--- config.mk ---
export PLATFORM = sky130hd
export DESIGN_NAME = c_reg_result_drain_flat
export DESIGN_NICKNAME = d
export VERILOG_FILES = /design/src/rtl/c_reg_result_drain_if.sv /design/src/rtl/c_reg_result_drain.sv /design/src/flat_wrapper.sv
export SDC_FILE = /design/constraint.sdc
export NUM_CORES = 1
export LEC_CHECK = 0
export CAP_MARGIN = 5
export CELL_PAD_IN_SITES_DETAIL_PLACEMENT = 0
export CELL_PAD_IN_SITES_GLOBAL_PLACEMENT = 1
export CORE_ASPECT_RATIO = 0.5
export CORE_UTILIZATION = 35
export DETAILED_ROUTE_END_ITERATION = 8
export DONT_BUFFER_PORTS = 1
export PLACE_DENSITY = 0.62
export REMOVE_ABC_BUFFERS = 1
export SLEW_MARGIN = 20
export SYNTH_ARGS = -nofsm -noshare
export SYNTH_HDL_FRONTEND = slang
export SYNTH_SLANG_ARGS = --single-unit
--- constraint.sdc ---
create_clock -name clk -period 3.63 [get_ports clk]
set_input_delay 0.5445 -clock clk [delete_from_list [all_inputs] [get_ports clk]]
set_output_delay 0.5445 -clock clk [all_outputs]
set_load 0.1 [all_outputs]
--- src/rtl/c_reg_result_drain_if.sv ---
// rtl/c_reg_result_drain_if.sv - control-register, result-buffer and TX byte-stream signals of the drain block
interface c_reg_result_drain_if;
  logic [31:0] status;
  logic [31:0] result_bytes;
  logic        cr_we;
  logic [31:0] cr_addr;
  logic [31:0] cr_din;
  logic        mem_re;
  logic [31:0] mem_addr;
  logic [31:0] mem_rdata;
  logic [7:0]  tx_data;
  logic        tx_valid;
  logic        tx_ready;
  logic        busy;

  modport master (
    input  status, result_bytes, mem_rdata, tx_ready,
    output cr_we, cr_addr, cr_din, mem_re, mem_addr, tx_data, tx_valid, busy
  );

  modport slave (
    output status, result_bytes, mem_rdata, tx_ready,
    input  cr_we, cr_addr, cr_din, mem_re, mem_addr, tx_data, tx_valid, busy
  );
endinterface

--- src/rtl/c_reg_result_drain.sv ---
// rtl/c_reg_result_drain.sv - drains the result buffer to the TX byte stream when the CPU flags DONE
module c_reg_result_drain #(
  parameter logic [31:0] RESULT_BASE = 32'h0000_0000,
  parameter int unsigned MAX_BYTES   = 4096
) (
  input logic                   clk,
  input logic                   rst,
  c_reg_result_drain_if.master  bus
);

  typedef enum logic [2:0] {
    S_IDLE, S_START, S_FETCH, S_WAIT, S_SEND, S_FIN
  } state_t;

  localparam logic [31:0] MAX_CNT = 32'(MAX_BYTES);

  state_t      state, state_nxt;
  logic [31:0] cnt;
  logic [31:0] idx;
  logic [31:0] word_buf;
  logic [31:0] cnt_clamp;
  logic [31:0] idx_inc;

  assign cnt_clamp = (bus.result_bytes > MAX_CNT) ? MAX_CNT : bus.result_bytes;
  assign idx_inc   = idx + 32'd1;

  always_ff @(posedge clk) begin
    if (!rst) begin
      state    <= S_IDLE;
      cnt      <= '0;
      idx      <= '0;
      word_buf <= '0;
    end else begin
      state <= state_nxt;
      case (state)
        S_START: begin
          cnt <= cnt_clamp;
          idx <= '0;
        end
        S_WAIT:  word_buf <= bus.mem_rdata;
        S_SEND:  if (bus.tx_ready) idx <= idx_inc;
        default: ;
      endcase
    end
  end

  // Outputs are decoded from the state alone so that tx_data is held stable under backpressure.
  always_comb begin
    state_nxt    = state;
    bus.cr_we    = 1'b0;
    bus.cr_addr  = '0;
    bus.cr_din   = '0;
    bus.mem_re   = 1'b0;
    bus.mem_addr = '0;
    bus.tx_valid = 1'b0;
    bus.tx_data  = '0;
    bus.busy     = (state != S_IDLE);
    case (state)
      S_IDLE: begin
        // bit1 (DRAINING) still set means the previous drain was never acknowledged
        if (bus.status[0] && !bus.status[1]) state_nxt = S_START;
      end
      S_START: begin
        bus.cr_we  = 1'b1;
        bus.cr_din = bus.status | 32'h2;
        state_nxt  = (cnt_clamp == '0) ? S_FIN : S_FETCH;
      end
      S_FETCH: begin
        bus.mem_re   = 1'b1;
        bus.mem_addr = RESULT_BASE + {2'b00, idx[31:2]};
        state_nxt    = S_WAIT;
      end
      S_WAIT: state_nxt = S_SEND;
      S_SEND: begin
        bus.tx_valid = 1'b1;
        bus.tx_data  = word_buf[{idx[1:0], 3'b000} +: 8];
        if (bus.tx_ready) begin
          if (idx_inc == cnt)             state_nxt = S_FIN;
          else if (idx_inc[1:0] == 2'b00) state_nxt = S_FETCH;
        end
      end
      S_FIN: begin
        bus.cr_we  = 1'b1;
        bus.cr_din = 32'h4;
        state_nxt  = S_IDLE;
      end
      default: state_nxt = S_IDLE;
    endcase
  end

endmodule

--- src/flat_wrapper.sv ---
// flat-port wrapper written by rule: the top's interface ports become plain ports
module c_reg_result_drain_flat 
#(
  parameter logic [31:0] RESULT_BASE = 32'h0000_0000,
  parameter int unsigned MAX_BYTES   = 4096
)
  (clk, rst, bus_status, bus_result_bytes, bus_mem_rdata, bus_tx_ready, bus_cr_we, bus_cr_addr, bus_cr_din, bus_mem_re, bus_mem_addr, bus_tx_data, bus_tx_valid, bus_busy);
  c_reg_result_drain_if bus_i ();
  input logic clk;
  input logic rst;
  input wire logic [$bits(bus_i.status)-1:0] bus_status;
  input wire logic [$bits(bus_i.result_bytes)-1:0] bus_result_bytes;
  input wire logic [$bits(bus_i.mem_rdata)-1:0] bus_mem_rdata;
  input wire logic [$bits(bus_i.tx_ready)-1:0] bus_tx_ready;
  output wire logic [$bits(bus_i.cr_we)-1:0] bus_cr_we;
  output wire logic [$bits(bus_i.cr_addr)-1:0] bus_cr_addr;
  output wire logic [$bits(bus_i.cr_din)-1:0] bus_cr_din;
  output wire logic [$bits(bus_i.mem_re)-1:0] bus_mem_re;
  output wire logic [$bits(bus_i.mem_addr)-1:0] bus_mem_addr;
  output wire logic [$bits(bus_i.tx_data)-1:0] bus_tx_data;
  output wire logic [$bits(bus_i.tx_valid)-1:0] bus_tx_valid;
  output wire logic [$bits(bus_i.busy)-1:0] bus_busy;
  assign bus_i.status = bus_status;
  assign bus_i.result_bytes = bus_result_bytes;
  assign bus_i.mem_rdata = bus_mem_rdata;
  assign bus_i.tx_ready = bus_tx_ready;
  assign bus_cr_we = bus_i.cr_we;
  assign bus_cr_addr = bus_i.cr_addr;
  assign bus_cr_din = bus_i.cr_din;
  assign bus_mem_re = bus_i.mem_re;
  assign bus_mem_addr = bus_i.mem_addr;
  assign bus_tx_data = bus_i.tx_data;
  assign bus_tx_valid = bus_i.tx_valid;
  assign bus_busy = bus_i.busy;
  c_reg_result_drain #(.RESULT_BASE(RESULT_BASE), .MAX_BYTES(MAX_BYTES)) u_core (.clk(clk), .rst(rst), .bus(bus_i));
endmodule
**Run 1: pin placement**

Bar = 50 um. Pins as bars across the die edge, other pins in grey.
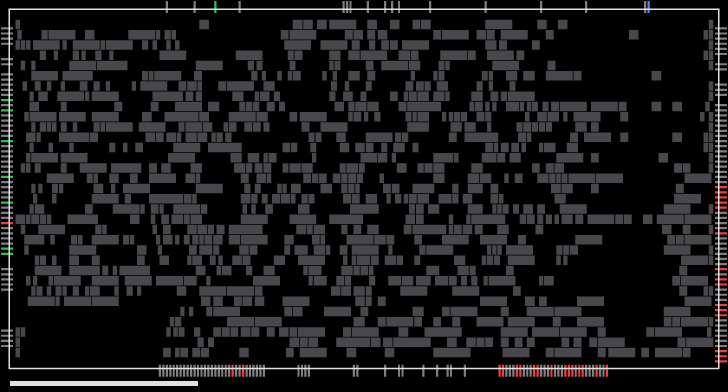
| colour | port | pins | direction | edge |
|---|---|---|---|---|
| red | bus_cr_din | 32 | output | 16 bottom, 15 right, 1 left |
| blue | rst | 1 | input | top |
| green | bus_tx_data | 8 | output | 7 left, 1 top |
all pins by edge: 77 bottom, 62 right, 51 left, 17 top

**Run 1: the metal 1 layer**

Bar = 50 um.
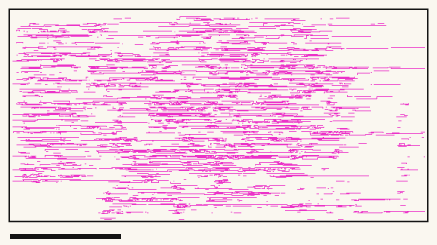
main direction: horizontal
wire length on this layer: 9320 um
nets with wire on the layer: 805

==> impl_metrics.py, run 1 <==
# Flow results
metrics = {
    "logic_synthesis": {
        "synthArstFlopShare": 0,
        "common_cells": "nand2_1, dfxtp_1, a21oi_1, and2_1, clkbuf_1",
        "synthMuxAreaShare": 0.0333,
        "synth-main-ff-cell": "dfxtp_1",
        "syn_inst": 791,
        "synth.cellmix.adderShare": 0.00207,
        "ys_area_sq_um": 6050,
        "top_cell_area_share": 0.328,
    },
    "finish": {
        "n_clock_buffer": 9,
        "lay_top_cells": "nand2_1, dfxtp_1, a21oi_1",
        "post-route-util": 0.448,
        "largestRegisters": "u_core.cnt x32, u_core.idx x32, u_core.word_buf x32",
    },
    "timing": {
        "maxSlewHeadroom": 0.289,
        "clock_skew_ns": 0.0114,
    },
    "detailed_routing": {
        "wl_per_cell_um": 18.1,
        "wl_met1_mm": 9.32,
        "drc": 0,
        "wl_met2_mm": 8.47,
        "postRouteAntennaNets": 0,
    },
    "clocking": {
        "clockBufferDepth": 2,
        "post_cts_resized": 0,
        "clkSinkCount": 99,
        "clockRootBuffer": "clkbuf_16",
        "path_clk_slew_ns": 0.09,
        "clock_latency_ns": 0.36,
        "cts_tree": "yes",
    },
    "worst_setup_path": {
        "crit_slowest_cell": "nor4_1",
        "critPathLaunchType": "flip-flop",
        "reg2reg_from": "u_core.idx[8]",
        "path_cells": "nand4_4, or3_1, nor4_1, a31oi_1, nor4_1, and4_1, a22o_1",
        "worst_path_largest_cell_delay_ns": 0.63,
        "critPathCaptureType": "flip-flop",
    },
    "power": {
        "powerDensity_nw_per_um2": 576,
        "p_sw_w": 0.00213,
        "sequentialPowerShare": 0.270,
        "max-vdd-ir-drop_mv": 0.402,
    },
    "status": {
        "status": "completed",
    },
    "die": {
        "initCoreUtil": 0.364,
    },
    "min_path": {
        "worstHoldStart": "bus_mem_rdata[18]",
    },
}
**Run 1: layout detail**

Bar = 20 um. Region (69, 41) to (119, 91) um. Cells in grey, sequential cells in the stronger grey; small squares are vias.
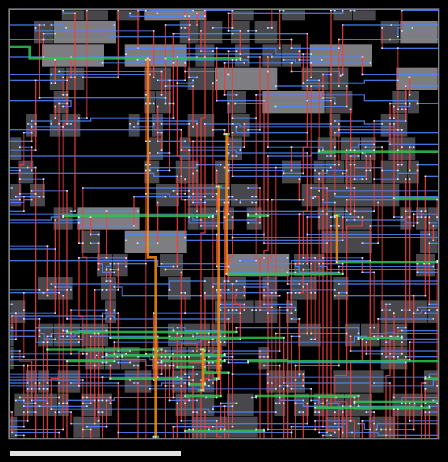
| colour | layer |
|---|---|
| red | metal 2 |
| blue | metal 1 |
| green | metal 3 |
| orange | metal 4 |
cells with their middle in the window: 155
most frequent: nand2_1 (17), a21oi_1 (15), nand3_1 (12)
sequential cells in the window: 11
netlist names of flops here include: u_core.idx (7), u_core.cnt (4)

run 1: path summary, 6_finish.rpt:
kind         cells after the start             endpoint  slack [ns]
max                              7      u_core.state[0]        0.52
max reg2reg                      7      u_core.state[0]        0.52
min reg2reg                      2  u_core.word_buf[28]        0.46
min                              2  u_core.word_buf[18]        0.31
run 1: power groups by stage:
stage          Clock (W)  Combinational, W  Sequential [W]
2_1_floorplan          0           0.00143         0.00118
3_3_place_gp           0           0.00215         0.00119
3_5_place_dp           0           0.00216         0.00119
4_1_cts          0.00100           0.00216         0.00116
5_1_grt          0.00105           0.00225         0.00116
6_report        0.000980           0.00215         0.00116
--- run 2 (diff from run 1) ---
--- a/config.mk
+++ b/config.mk
@@ -14,6 +14,7 @@
 export DONT_BUFFER_PORTS = 1
 export PLACE_DENSITY = 0.62
 export REMOVE_ABC_BUFFERS = 1
+export SKIP_CTS_REPAIR_TIMING = 1
 export SLEW_MARGIN = 20
 export SYNTH_ARGS = -nofsm -noshare
 export SYNTH_HDL_FRONTEND = slang
**Run 2: pin placement**

Bar = 50 um. Pins as bars across the die edge, other pins in grey.
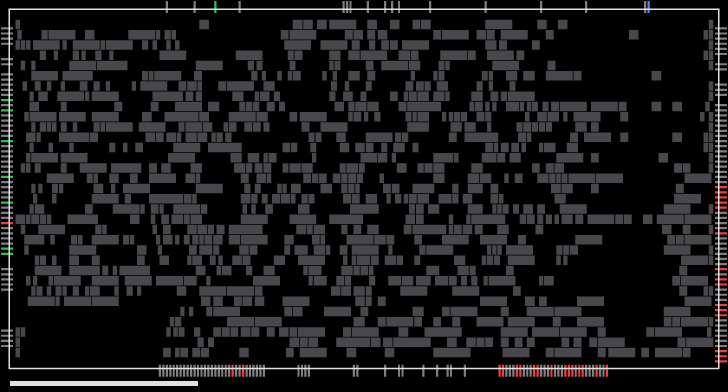
| colour | port | pins | direction | edge |
|---|---|---|---|---|
| red | bus_cr_din | 32 | output | 16 bottom, 15 right, 1 left |
| green | bus_tx_data | 8 | output | 7 left, 1 top |
| blue | rst | 1 | input | top |
all pins by edge: 77 bottom, 62 right, 51 left, 17 top

==> run 2 against run 1 <==
Compared with the run above:
- worst setup slack did not move
- die size did not move
- total power did not move
- hold slack did not move
- combinational power about the same
- core utilization is the same
- maximum frequency did not move
- non-clock buffer count stayed put
- largest power group unchanged
- highest routed layer unchanged
==> impl_metrics.py, run 2 <==
# Flow results
metrics = {
    "clocking": {
        "path_clk_slew_ns": 0.09,
        "clockRootBuffer": "clkbuf_16",
        "cts_tree": "yes",
        "clockBufferDepth": 2,
    },
    "power": {
        "max-vdd-ir-drop_mv": 0.402,
        "power.group.top": "combinational logic",
        "combinationalPower_w": 0.00215,
        "seq-power_w": 0.00116,
        "sequentialPowerShare": 0.270,
        "clock_power_w": 0.000980,
        "power.internal_w": 0.00216,
    },
    "logic_synthesis": {
        "common_cells": "nand2_1, dfxtp_1, a21oi_1, and2_1, clkbuf_1",
        "synthMuxAreaShare": 0.0333,
        "synth-main-ff-cell": "dfxtp_1",
        "syn_inst": 791,
        "yosys_warnings": 0,
        "synth.cellmix.adderShare": 0.00207,
        "top_cell_area_share": 0.328,
        "synthSimpleGateAreaFrac": 0.337,
        "synthArstFlopShare": 0,
    },
    "worst_setup_path": {
        "path_cells": "nand4_4, or3_1, nor4_1, a31oi_1, nor4_1, and4_1, a22o_1",
        "reg2reg_to": "u_core.state[0]",
        "crit_slowest_cell": "nor4_1",
        "reg2reg_from": "u_core.idx[8]",
        "critPathLaunchType": "flip-flop",
        "critPathCaptureType": "flip-flop",
        "worst_path_largest_cell_delay_ns": 0.63,
    },
    "detailed_routing": {
        "wl_met1_mm": 9.32,
        "drc": 0,
        "postRouteAntennaNets": 0,
        "wl_met2_mm": 8.47,
    },
    "global_routing": {
        "grt_max_degree": 54,
    },
    "job": {
        "warnings": 25,
    },
    "die": {
        "initCoreUtil": 0.364,
    },
    "finish": {
        "lay_top_cells": "nand2_1, dfxtp_1, a21oi_1",
        "largestRegisters": "u_core.cnt x32, u_core.idx x32, u_core.word_buf x32",
        "antenna_cells": 0,
    },
    "timing": {
        "maxSlewHeadroom": 0.289,
    },
    "min_path": {
        "hold_depth": 2,
        "hold_end": "u_core.word_buf[18]",
        "worstHoldStart": "bus_mem_rdata[18]",
    },
    "status": {
        "status": "completed",
    },
}
**Run 2: the clock network**

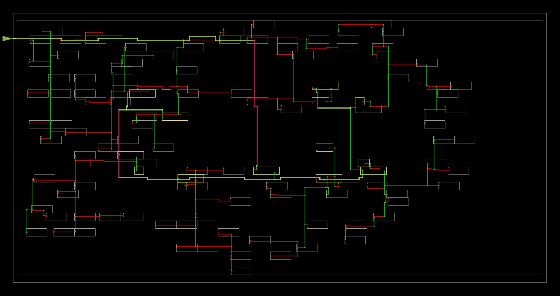
Flop Count: 99
Max Clock Skew: 0.0114 ns
clock sinks: 99
Clock Buffer Count: 9
Latency at later pin: 0.36 ns

## run 2: cell counts after synthesis
Identical to the previous run, type by type.
## run 2: worst max path at each step
stage / start / to / slack [ns]
final: u_core.idx[8] / u_core.state[0] / 0.52
after global routing: u_core.idx[8] / u_core.state[2] / 0.34
after CTS: u_core.state[2] / bus_mem_addr[4] / 0.59
after detailed placement: u_core.idx[8] / u_core.state[1] / 0.65
after global placement: u_core.idx[8] / u_core.state[1] / 0.71
after floorplan: u_core.state[1] / bus_cr_din[0] / -0.63
## run 2: through the flow
| stage | util | instance area (sq um) |
|---|---|---|
| global route | 0.448 | 7450 |
| finish | 0.448 | 7450 |
| CTS | 0.447 | 7430 |
| detailed placement | 0.428 | 7130 |
| global placement | 0.428 | 7130 |
| floorplan | - | 5690 |
--- run 3 (diff from run 2) ---
--- a/config.mk
+++ b/config.mk
@@ -5,7 +5,7 @@
 export SDC_FILE = /design/constraint.sdc
 export NUM_CORES = 1
 export LEC_CHECK = 0
-export CAP_MARGIN = 5
+export CAP_MARGIN = 25
 export CELL_PAD_IN_SITES_DETAIL_PLACEMENT = 0
 export CELL_PAD_IN_SITES_GLOBAL_PLACEMENT = 1
 export CORE_ASPECT_RATIO = 0.5
**Run 3: sequential cells grouped by signal name**

Bar = 50 um. Other sequential cells in the stronger grey, the rest of the logic in the fainter grey.
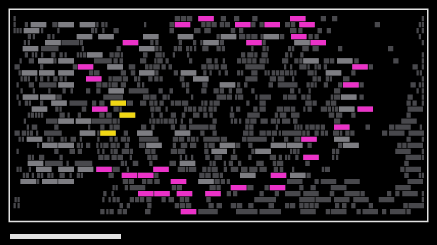
| colour | signal | placed flops |
|---|---|---|
| magenta | u_core.cnt | 32 |
| yellow | u_core.state | 3 |
not coloured: 64
Seq. pwr: 0.00116 W
register area: 1980 sq um
Core Util, Final: 0.448

==> run 3 against run 2 <==
Compared with the run above:
- worst setup slack better by 0.056 ns
- sequential share of layout area unchanged
- non-clock buffer count unchanged
- die size unchanged
- highest routed layer unchanged
- global-route usage up 0.068 points
- design area unchanged
- synthesized cell count unchanged
- maximum frequency up 1.8%
- total power down 0.19%
- critical endpoint is now u_core.state[1]
- via count down 1.6%
==> impl_metrics.py, run 3 <==
# Flow results
metrics = {
    "status": {
        "status": "completed",
    },
    "logic_synthesis": {
        "synthArstFlopShare": 0,
        "top_cell_area_share": 0.328,
        "syn_inst": 791,
        "synth.cellmix.adderShare": 0.00207,
        "yosys_warnings": 0,
        "synthMuxAreaShare": 0.0333,
        "yosysCellCount": 791,
        "common_cells": "nand2_1, dfxtp_1, a21oi_1, and2_1, clkbuf_1",
        "synth-main-ff-cell": "dfxtp_1",
        "synthSimpleGateAreaFrac": 0.337,
    },
    "clocking": {
        "clockRootBuffer": "clkbuf_16",
        "clockBufferDepth": 2,
        "clock_latency_ns": 0.35,
        "path_clk_slew_ns": 0.09,
        "cts_tree": "yes",
        "clkSinkCount": 99,
    },
    "worst_setup_path": {
        "reg2reg_to": "u_core.state[1]",
        "crit_end": "u_core.state[1]",
        "crit_cells": 7,
        "critPathLaunchType": "flip-flop",
        "path_cells": "nand4_4, or3_1, nor4_1, a31oi_1, nor4_1, and4_1, o22ai_1",
        "crit_path_start": "u_core.idx[8]",
        "worst_path_largest_cell_delay_ns": 0.62,
        "reg2reg_from": "u_core.idx[8]",
        "path_buffers": 0,
    },
    "min_path": {
        "hold_depth": 2,
        "worstHoldStart": "bus_mem_rdata[3]",
        "hold_end": "u_core.word_buf[3]",
    },
    "finish": {
        "antenna_cells": 0,
        "lay_top_cells": "nand2_1, dfxtp_1, a21oi_1",
        "largestRegisters": "u_core.cnt x32, u_core.idx x32, u_core.word_buf x32",
        "final_area_sq_um": 7450,
    },
    "placed_design": {
        "place_area_sq_um": 7140,
    },
    "timing": {
        "setup_viol": 0,
        "maxSlewHeadroom": 0.404,
    },
    "die": {
        "initCoreUtil": 0.364,
    },
    "global_routing": {
        "antenna_found_initial": 0,
        "grt_max_degree": 54,
    },
    "detailed_routing": {
        "wl_met1_mm": 9.31,
        "drc": 0,
        "postRouteAntennaNets": 0,
        "avgViaCountPerCell": 5.34,
        "wl_met2_mm": 8.45,
    },
    "power": {
        "max-vdd-ir-drop_mv": 0.371,
    },
    "job": {
        "warnings": 25,
    },
}
**Run 3: pin placement**

Bar = 50 um. Pins as bars across the die edge, other pins in grey.
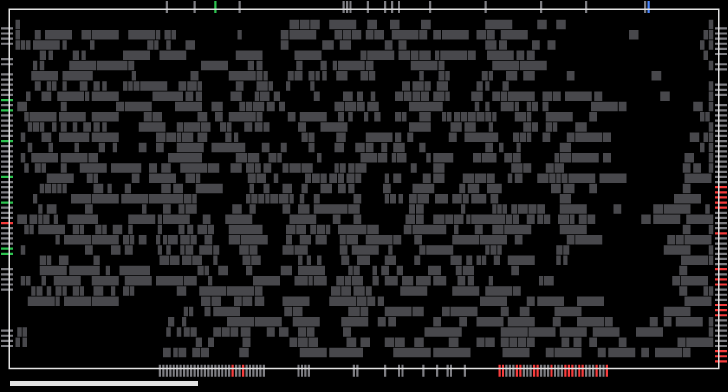
| colour | port | pins | direction | edge |
|---|---|---|---|---|
| blue | rst | 1 | input | top |
| green | bus_tx_data | 8 | output | 7 left, 1 top |
| red | bus_cr_din | 32 | output | 16 bottom, 15 right, 1 left |
all pins by edge: 77 bottom, 62 right, 51 left, 17 top
Die Y: 95.0 um
Die Width: 188 um

==> run 3: netlist changes by cell type in the layout (fill, tap and decap cells not counted), sizes merged <==
cell,previous run,this run
inv,12,13
clkinv,4,2
clkinvlp,0,1
==> run 3: final cells by class <==
cell class / instances / area [sq um] / share of cell area
clock buffers: 9 / 225 / 0.0302
clock inverters: 7 / 77.6 / 0.0104
inverters: 9 / 33.8 / 0.00454
multi-input cells: 625 / 3710 / 0.498
flip-flops and latches: 99 / 1980 / 0.266
well taps: 227 / 284 / 0.0381
repair buffers: 90 / 1140 / 0.153
==> run 3: report_power, final <==
part | switching, W | internal [W]
sequential | 0.0000476 | 0.00111
combinational | 0.00159 | 0.000563
clock | 0.000483 | 0.000490
total | 0.00212 | 0.00216
Power figures rest on the tool's default switching activity, not on a simulated workload.
